$ cat config.mk
export PLATFORM = sky130hd
export DESIGN_NAME = sdpb_line_pingpong_flat
export DESIGN_NICKNAME = d
export VERILOG_FILES = /design/src/rtl/sdpb_line_pingpong_if.sv /design/src/rtl/sdpb_line_pingpong.sv /design/src/flat_wrapper.sv
export SDC_FILE = /design/constraint.sdc
export NUM_CORES = 1
export LEC_CHECK = 0
export CAP_MARGIN = 20
export CORE_UTILIZATION = 38
export CTS_BUF_LIST = sky130_fd_sc_hd__clkbuf_8
export DETAILED_ROUTE_END_ITERATION = 16
export PLACE_DENSITY = 0.89
export RECOVER_POWER = 100
export SLEW_MARGIN = 20
export SYNTH_ARGS = -nofsm -noshare
export SYNTH_HDL_FRONTEND = slang
export SYNTH_SLANG_ARGS = --single-unit
$ cat constraint.sdc
create_clock -name clk -period 5.3 [get_ports clk]
set_input_delay 0.795 -clock clk [delete_from_list [all_inputs] [get_ports clk]]
set_output_delay 0.795 -clock clk [all_outputs]
set_load 0.02 [all_outputs]
$ cat src/rtl/sdpb_line_pingpong_if.sv
// ----------------------------------------------------------------------------
// sdpb_line_pingpong_if
//   Bundles the pixel write stream, the line read stream and both SDPB RAM
//   ports of the ping-pong line-buffer controller.
//   slave  : controller side (drives wr_ready, rd_*, bank_swap, RAM controls)
//   master : environment side (drives wr_valid/wr_data/wr_last, rd_start,
//            ram_dout)
// ----------------------------------------------------------------------------
interface sdpb_line_pingpong_if #(
    parameter int unsigned DW = 32,
    parameter int unsigned AW = 5
);
    logic          wr_valid;
    logic [DW-1:0] wr_data;
    logic          wr_last;
    logic          wr_ready;
    logic          rd_start;
    logic          rd_busy;
    logic          rd_valid;
    logic [DW-1:0] rd_data;
    logic          rd_last;
    logic          bank_swap;
    logic          ram_cea;
    logic [AW-1:0] ram_ada;
    logic [DW-1:0] ram_din;
    logic          ram_ceb;
    logic          ram_oce;
    logic [AW-1:0] ram_adb;
    logic [DW-1:0] ram_dout;

    modport master (
        output wr_valid, wr_data, wr_last, rd_start, ram_dout,
        input  wr_ready, rd_busy, rd_valid, rd_data, rd_last, bank_swap,
        input  ram_cea, ram_ada, ram_din, ram_ceb, ram_oce, ram_adb
    );

    modport slave (
        input  wr_valid, wr_data, wr_last, rd_start, ram_dout,
        output wr_ready, rd_busy, rd_valid, rd_data, rd_last, bank_swap,
        output ram_cea, ram_ada, ram_din, ram_ceb, ram_oce, ram_adb
    );
endinterface

$ cat src/rtl/sdpb_line_pingpong.sv
// ----------------------------------------------------------------------------
// sdpb_line_pingpong
//   Ping-pong line-buffer controller for one simple dual-port block RAM.
//   The RAM is split into two banks of LINE_WORDS words; incoming pixel
//   words fill the write bank while the read side drains the other bank.
//   Banks swap only when the read side is idle and empty, so a bank is never
//   written while it is being read.
// Ports
//   clk    : single clock for both RAM ports
//   reset  : asynchronous, active-high
//   bus    : sdpb_line_pingpong_if.slave (write stream, read stream, RAM A/B)
// ----------------------------------------------------------------------------
module sdpb_line_pingpong #(
    parameter int unsigned LINE_WORDS   = 16,
    parameter int unsigned DATA_WIDTH   = 32,
    parameter int unsigned READ_LATENCY = 1
) (
    input  logic                   clk,
    input  logic                   reset,
    sdpb_line_pingpong_if.slave    bus
);
    localparam int unsigned AW = $clog2(2 * LINE_WORDS);
    // Wide enough to hold a length of LINE_WORDS, not just an index.
    localparam int unsigned LW = $clog2(LINE_WORDS + 1);

    typedef enum logic {WFill, WWait} wr_state_e;
    typedef enum logic [1:0] {RIdle, RIssue, RDrain} rd_state_e;

    wr_state_e               r_wr_state;
    rd_state_e               r_rd_state;
    logic                    r_wr_bank;
    logic                    r_rd_full;
    logic [LW-1:0]           r_wr_ptr;
    logic [LW-1:0]           r_wr_len;
    logic [LW-1:0]           r_rd_ptr;
    logic [LW-1:0]           r_rd_len;
    logic [1:0]              r_drain_cnt;
    logic [READ_LATENCY-1:0] r_vld_pipe;
    logic [READ_LATENCY-1:0] r_last_pipe;

    logic                  w_wr_ready;
    logic                  w_wr_accept;
    logic                  w_wr_end;
    logic                  w_swap;
    logic                  w_rd_issue;
    logic                  w_rd_final;
    logic [AW-1:0]         w_wr_base;
    logic [AW-1:0]         w_rd_base;
    logic [DATA_WIDTH-1:0] w_rd_data;

    // Gated by reset so the port shows 0 for the whole reset pulse.
    assign w_wr_ready  = (r_wr_state == WFill) && !reset;
    assign w_wr_accept = bus.wr_valid && w_wr_ready;
    // A line ends on wr_last or when the bank is full.
    assign w_wr_end    = bus.wr_last || (r_wr_ptr == LW'(LINE_WORDS - 1));
    assign w_swap      = (r_wr_state == WWait) && !r_rd_full && (r_rd_state == RIdle);
    assign w_rd_issue  = (r_rd_state == RIssue);
    assign w_rd_final  = w_rd_issue && (r_rd_ptr == r_rd_len - LW'(1));
    assign w_wr_base   = r_wr_bank ? AW'(LINE_WORDS) : '0;
    assign w_rd_base   = r_wr_bank ? '0 : AW'(LINE_WORDS);
    assign w_rd_data   = r_vld_pipe[READ_LATENCY-1] ? bus.ram_dout : '0;

    // Write FSM.
    always_ff @(posedge clk or posedge reset) begin
        if (reset) begin
            r_wr_state <= WFill;
            r_wr_bank  <= 1'b0;
            r_wr_ptr   <= '0;
            r_wr_len   <= '0;
        end else begin
            unique case (r_wr_state)
                WFill: begin
                    if (w_wr_accept) begin
                        r_wr_ptr <= r_wr_ptr + LW'(1);
                        if (w_wr_end) begin
                            r_wr_len   <= r_wr_ptr + LW'(1);
                            r_wr_state <= WWait;
                        end
                    end
                end
                WWait: begin
                    if (w_swap) begin
                        r_wr_bank  <= ~r_wr_bank;
                        r_wr_ptr   <= '0;
                        r_wr_state <= WFill;
                    end
                end
                default: r_wr_state <= WFill;
            endcase
        end
    end

    // Read FSM; also owns rd_full/rd_len, which the swap loads.
    always_ff @(posedge clk or posedge reset) begin
        if (reset) begin
            r_rd_state  <= RIdle;
            r_rd_full   <= 1'b0;
            r_rd_ptr    <= '0;
            r_rd_len    <= '0;
            r_drain_cnt <= '0;
            r_vld_pipe  <= '0;
            r_last_pipe <= '0;
        end else begin
            // Data-valid tracks the RAM read pipeline depth.
            r_vld_pipe[0]  <= w_rd_issue;
            r_last_pipe[0] <= w_rd_final;
            for (int i = 1; i < int'(READ_LATENCY); i++) begin
                r_vld_pipe[i]  <= r_vld_pipe[i-1];
                r_last_pipe[i] <= r_last_pipe[i-1];
            end
            if (w_swap) begin
                r_rd_full <= 1'b1;
                r_rd_len  <= r_wr_len;
            end
            unique case (r_rd_state)
                RIdle: begin
                    if (bus.rd_start && r_rd_full) begin
                        r_rd_ptr   <= '0;
                        r_rd_state <= RIssue;
                    end
                end
                RIssue: begin
                    if (w_rd_final) begin
                        r_drain_cnt <= '0;
                        r_rd_state  <= RDrain;
                    end else begin
                        r_rd_ptr <= r_rd_ptr + LW'(1);
                    end
                end
                RDrain: begin
                    if (r_drain_cnt == 2'(READ_LATENCY - 1)) begin
                        r_rd_full  <= 1'b0;
                        r_rd_state <= RIdle;
                    end else begin
                        r_drain_cnt <= r_drain_cnt + 2'd1;
                    end
                end
                default: r_rd_state <= RIdle;
            endcase
        end
    end

    assign bus.wr_ready  = w_wr_ready;
    assign bus.ram_cea   = w_wr_accept;
    assign bus.ram_ada   = w_wr_base + AW'(r_wr_ptr);
    assign bus.ram_din   = w_wr_accept ? bus.wr_data : '0;
    assign bus.ram_ceb   = w_rd_issue;
    assign bus.ram_oce   = (r_rd_state != RIdle);
    assign bus.ram_adb   = w_rd_issue ? (w_rd_base + AW'(r_rd_ptr)) : '0;
    assign bus.rd_busy   = (r_rd_state != RIdle);
    assign bus.rd_valid  = r_vld_pipe[READ_LATENCY-1];
    assign bus.rd_last   = r_last_pipe[READ_LATENCY-1];
    assign bus.rd_data   = w_rd_data;
    assign bus.bank_swap = w_swap;
endmodule

$ cat src/flat_wrapper.sv
// flat-port wrapper written by rule: the top's interface ports become plain ports
module sdpb_line_pingpong_flat 
#(
    parameter int unsigned LINE_WORDS   = 16,
    parameter int unsigned DATA_WIDTH   = 32,
    parameter int unsigned READ_LATENCY = 1
)
  (clk, reset, bus_wr_valid, bus_wr_data, bus_wr_last, bus_rd_start, bus_ram_dout, bus_wr_ready, bus_rd_busy, bus_rd_valid, bus_rd_data, bus_rd_last, bus_bank_swap, bus_ram_cea, bus_ram_ada, bus_ram_din, bus_ram_ceb, bus_ram_oce, bus_ram_adb);
  sdpb_line_pingpong_if #(.DW(32), .AW(5)) bus_i ();
  input  logic clk;
  input  logic reset;
  input wire logic [$bits(bus_i.wr_valid)-1:0] bus_wr_valid;
  input wire logic [$bits(bus_i.wr_data)-1:0] bus_wr_data;
  input wire logic [$bits(bus_i.wr_last)-1:0] bus_wr_last;
  input wire logic [$bits(bus_i.rd_start)-1:0] bus_rd_start;
  input wire logic [$bits(bus_i.ram_dout)-1:0] bus_ram_dout;
  output wire logic [$bits(bus_i.wr_ready)-1:0] bus_wr_ready;
  output wire logic [$bits(bus_i.rd_busy)-1:0] bus_rd_busy;
  output wire logic [$bits(bus_i.rd_valid)-1:0] bus_rd_valid;
  output wire logic [$bits(bus_i.rd_data)-1:0] bus_rd_data;
  output wire logic [$bits(bus_i.rd_last)-1:0] bus_rd_last;
  output wire logic [$bits(bus_i.bank_swap)-1:0] bus_bank_swap;
  output wire logic [$bits(bus_i.ram_cea)-1:0] bus_ram_cea;
  output wire logic [$bits(bus_i.ram_ada)-1:0] bus_ram_ada;
  output wire logic [$bits(bus_i.ram_din)-1:0] bus_ram_din;
  output wire logic [$bits(bus_i.ram_ceb)-1:0] bus_ram_ceb;
  output wire logic [$bits(bus_i.ram_oce)-1:0] bus_ram_oce;
  output wire logic [$bits(bus_i.ram_adb)-1:0] bus_ram_adb;
  assign bus_i.wr_valid = bus_wr_valid;
  assign bus_i.wr_data = bus_wr_data;
  assign bus_i.wr_last = bus_wr_last;
  assign bus_i.rd_start = bus_rd_start;
  assign bus_i.ram_dout = bus_ram_dout;
  assign bus_wr_ready = bus_i.wr_ready;
  assign bus_rd_busy = bus_i.rd_busy;
  assign bus_rd_valid = bus_i.rd_valid;
  assign bus_rd_data = bus_i.rd_data;
  assign bus_rd_last = bus_i.rd_last;
  assign bus_bank_swap = bus_i.bank_swap;
  assign bus_ram_cea = bus_i.ram_cea;
  assign bus_ram_ada = bus_i.ram_ada;
  assign bus_ram_din = bus_i.ram_din;
  assign bus_ram_ceb = bus_i.ram_ceb;
  assign bus_ram_oce = bus_i.ram_oce;
  assign bus_ram_adb = bus_i.ram_adb;
  sdpb_line_pingpong #(.LINE_WORDS(LINE_WORDS), .DATA_WIDTH(DATA_WIDTH), .READ_LATENCY(READ_LATENCY)) u_core (.clk(clk), .reset(reset), .bus(bus_i));
endmodule
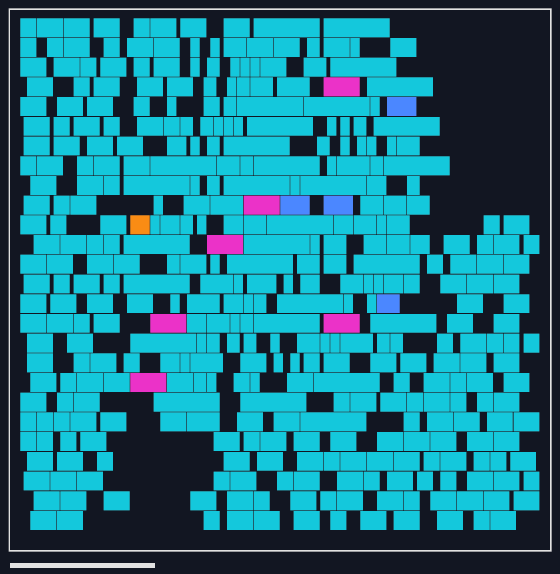
Fig. 1. Sizing map.
Scale bar: 20 um.
legend:
  cyan:
    size: _0 and _1 cells
    cells: 364
    share: 97%
    most_used: dlygate4sd3_1
  magenta:
    size: _6 and larger
    cells: 6
    share: 1.6%
    most_used: clkbuf_8
  orange:
    size: _3 and _4 cells
    cells: 1
    share: 0.27%
    most_used: buf_4
  blue:
    size: _2 cells
    cells: 4
    share: 1.1%
    most_used: mux2_2
Setup WS post-layout: 1.470 ns
buffer count excluding the clock tree in the final layout: 152
post-layout instance area: 0.003596 mm^2
area growth from synthesis to layout: 79.85%

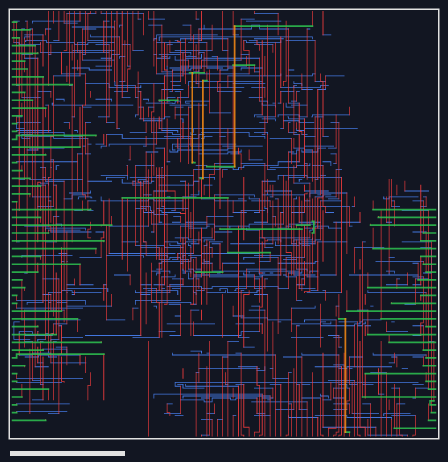
Fig. 2. Metal layers overlaid.
Scale bar: 20 um.
legend:
  blue:
    layer: metal 1
    wire_length: 2,340 um
  orange:
    layer: metal 4
    wire_length: 76.8 um
  red:
    layer: metal 2
    wire_length: 3,320 um
  green:
    layer: metal 3
    wire_length: 529 um
DRT Wirelength: 6261 um
DR vias: 2,184
Total GRT Usage: 21.98%
wire per inst: 14.07 um

==> flow_summary.toml <==
# synthesis and place-and-route metrics
[route]
dr_wl_met2_um = 3315
drt_iter0_drc = 115
detail_route.vias_per_cell = 4.908
met3WireLength_um = 528
ant_nets = 0
drt-met1-wl_um = 2339
number_of_remaining_drc_errors = 0

[synthesis]
yosysCellCount = 233
post_synth_main_logic_family = "simple AND/OR/NAND/NOR gates"
syn_area_per_cell_um2 = 8.581
simple_gate_share_pct = 30.85
yosys.area_share.aoi_pct = 12.02
synthCells = 233
synth.top_cells.by_area = "sky130_fd_sc_hd__dfrtp_1 (36%), sky130_fd_sc_hd__and2_1 (11%), sky130_fd_sc_hd__and3_1 (11%)"
postSynthNetCount = 310
commonest_cells_in_the_netlist = "sky130_fd_sc_hd__and2_1 (35), sky130_fd_sc_hd__and3_1 (34), sky130_fd_sc_hd__dfrtp_1 (29), sky130_fd_sc_hd__nand2_1 (24), sky130_fd_sc_hd__o21ai_0 (16)"
syn_warnings = 0
xor_share_pct = 5.695
yosys.stat.seqShare_pct = 36.30
synth_cell_type_count = 35
ys_sh_mux_pct = 3.191
postSynth.topFlopCell = "sky130_fd_sc_hd__dfrtp_1"
synth.most_common_cell = "sky130_fd_sc_hd__and2_1"

[global_routing]
gr_layer_usage_met2_pct = 39.84
busiest_layer = "met2"
first_global_vias = 2030
grt.met1_usage_pct = 24.30
maximum_number_of_pins_on_one_net_before_global_route_repair = 36
global_routing_usage_on_met3_pct = 7.046
antenna_found_initial = 0

[final_timing]
final_min_period_over_clock_period_pct = 72.27
final_setup_violation_count = 0
fin_hold_ws_ns = 0.4779
worst_clock_skew_ns = 0.005353
final-hold-violation-count = 0
maxSlewViolCount = 0
timing.fmax_mhz = 261.1

[critical_path]
worstPathCellList = "dlygate4sd3_1 > nand2_1 > inv_1 > dlygate4sd3_1"
critical_path_arrival_ns = 3.04
worst_path_buf_inv = 3
worst_path_dominant_cell_family = "buffers and inverters"
cp-startpoint = "bus_wr_valid"
crit_type = "in2out"
worst_ep_required_time_ns = 4.51
worst_r2r_path_depth = 7
ff_to_ff_setup_slack_ns = 2.81
timing.critical_path.to = "bus_ram_cea"
critical_path_depth = 4
crit-reg2reg-capture = "u_core.r_drain_cnt[1]"
r2r-start = "u_core.r_rd_len[0]"
crit_path_top_delay_cell = "sky130_fd_sc_hd__dlygate4sd3_1"

[pwr]
p_comb_uw = 957
power_per_cell_area_mw_per_mm2 = 427.3
comb_power_share_pct = 62.3
power_top_consumer = "combinational cells"
swShare_pct = 44.82
p_seq_share_pct = 26.0
clock_power_share_pct = 11.6

[job]
max_cap_viol_count = 0
warnings = 28

[layout]
insertedDiodeCount = 0
comb_area_mm2 = 0.001135
drive_gt1_share_pct = 2.933
postLayoutCoreUtil_pct = 70.86
layout.cells.non_filler = 445
largestClassByArea = "buffers"
non_clock_inverter_count = 13
seq_area_um2 = 725.7
n_fill_cell = 398
num-nets-final = 452
buf_share_pct = 42.07
layout_top_cells = "sky130_fd_sc_hd__dlygate4sd3_1 (84), sky130_fd_sc_hd__clkdlybuf4s50_1 (66), sky130_fd_sc_hd__and2_1 (35)"

[min_path]
timing.hold.worst.class = "reg2reg"
worstHoldEndpoint = "u_core.r_wr_len[1]"
holdCritStartpoint = "u_core.r_wr_len[1]"
whs_path_depth = 2

[placement]
dp_cells = 438
detailedPlacementHpwl_um = 5001
gp_congestion = 0.8501

[clock_tree]
cts_max_level = 2
ctsLongestPathBuffers = 2
clock-root-buffer = "sky130_fd_sc_hd__clkbuf_8"
hold_buffers = 0
postCtsResizedCells = 0
path_clk_slew_ns = 0.06
tritoncts_num_sinks = 29

[floorplanning]
chipWidth_um = 74.54
floorplan.core_util_pct = 39.40
chipArea_mm2 = 0.005555
tapCellCount = 70

[status]
status = "finished clean"
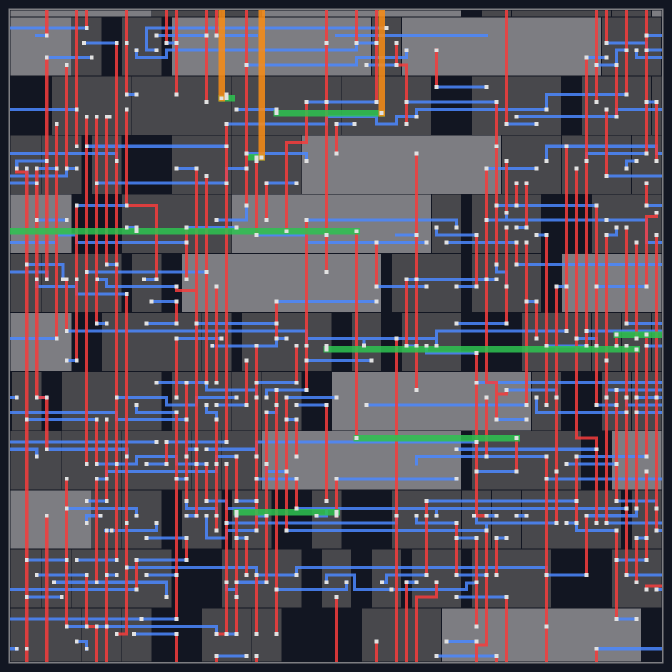
Fig. 3. Close-up of the layout.
Window x 22 to 52, y 22 to 52 um. Cells in gray, sequential cells in the stronger gray; small squares are vias.
legend:
  orange:
    layer: metal 4
  red:
    layer: metal 2
  blue:
    layer: metal 1
  green:
    layer: metal 3
sequential cells in the window: 9
cells with their middle in the window: 81
netlist names of flops here include: `u_core.r_rd_ptr` (4), `u_core.r_rd_len` (2)
most frequent: nand2_1 (11), inv_1 (9), dfrtp_1 (9)

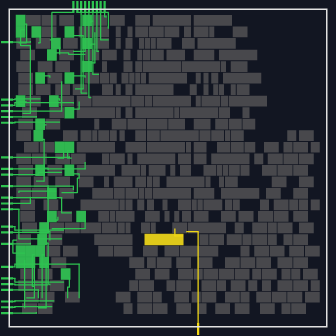
Fig. 4. Wires at chosen ports, followed through buffers.
legend:
  green:
    port: `bus_ram_din`
    direction: output
    edge: 23 west, 9 north
    end_cells: 32
    buffers: 32
    wire: 607 um
  yellow:
    port: `bus_rd_last`
    direction: output
    edge: south
    end_cells: 1
    buffers: 1
    wire: 28.2 um
count of port buffers added during placement: 150
I/O pin total: 151

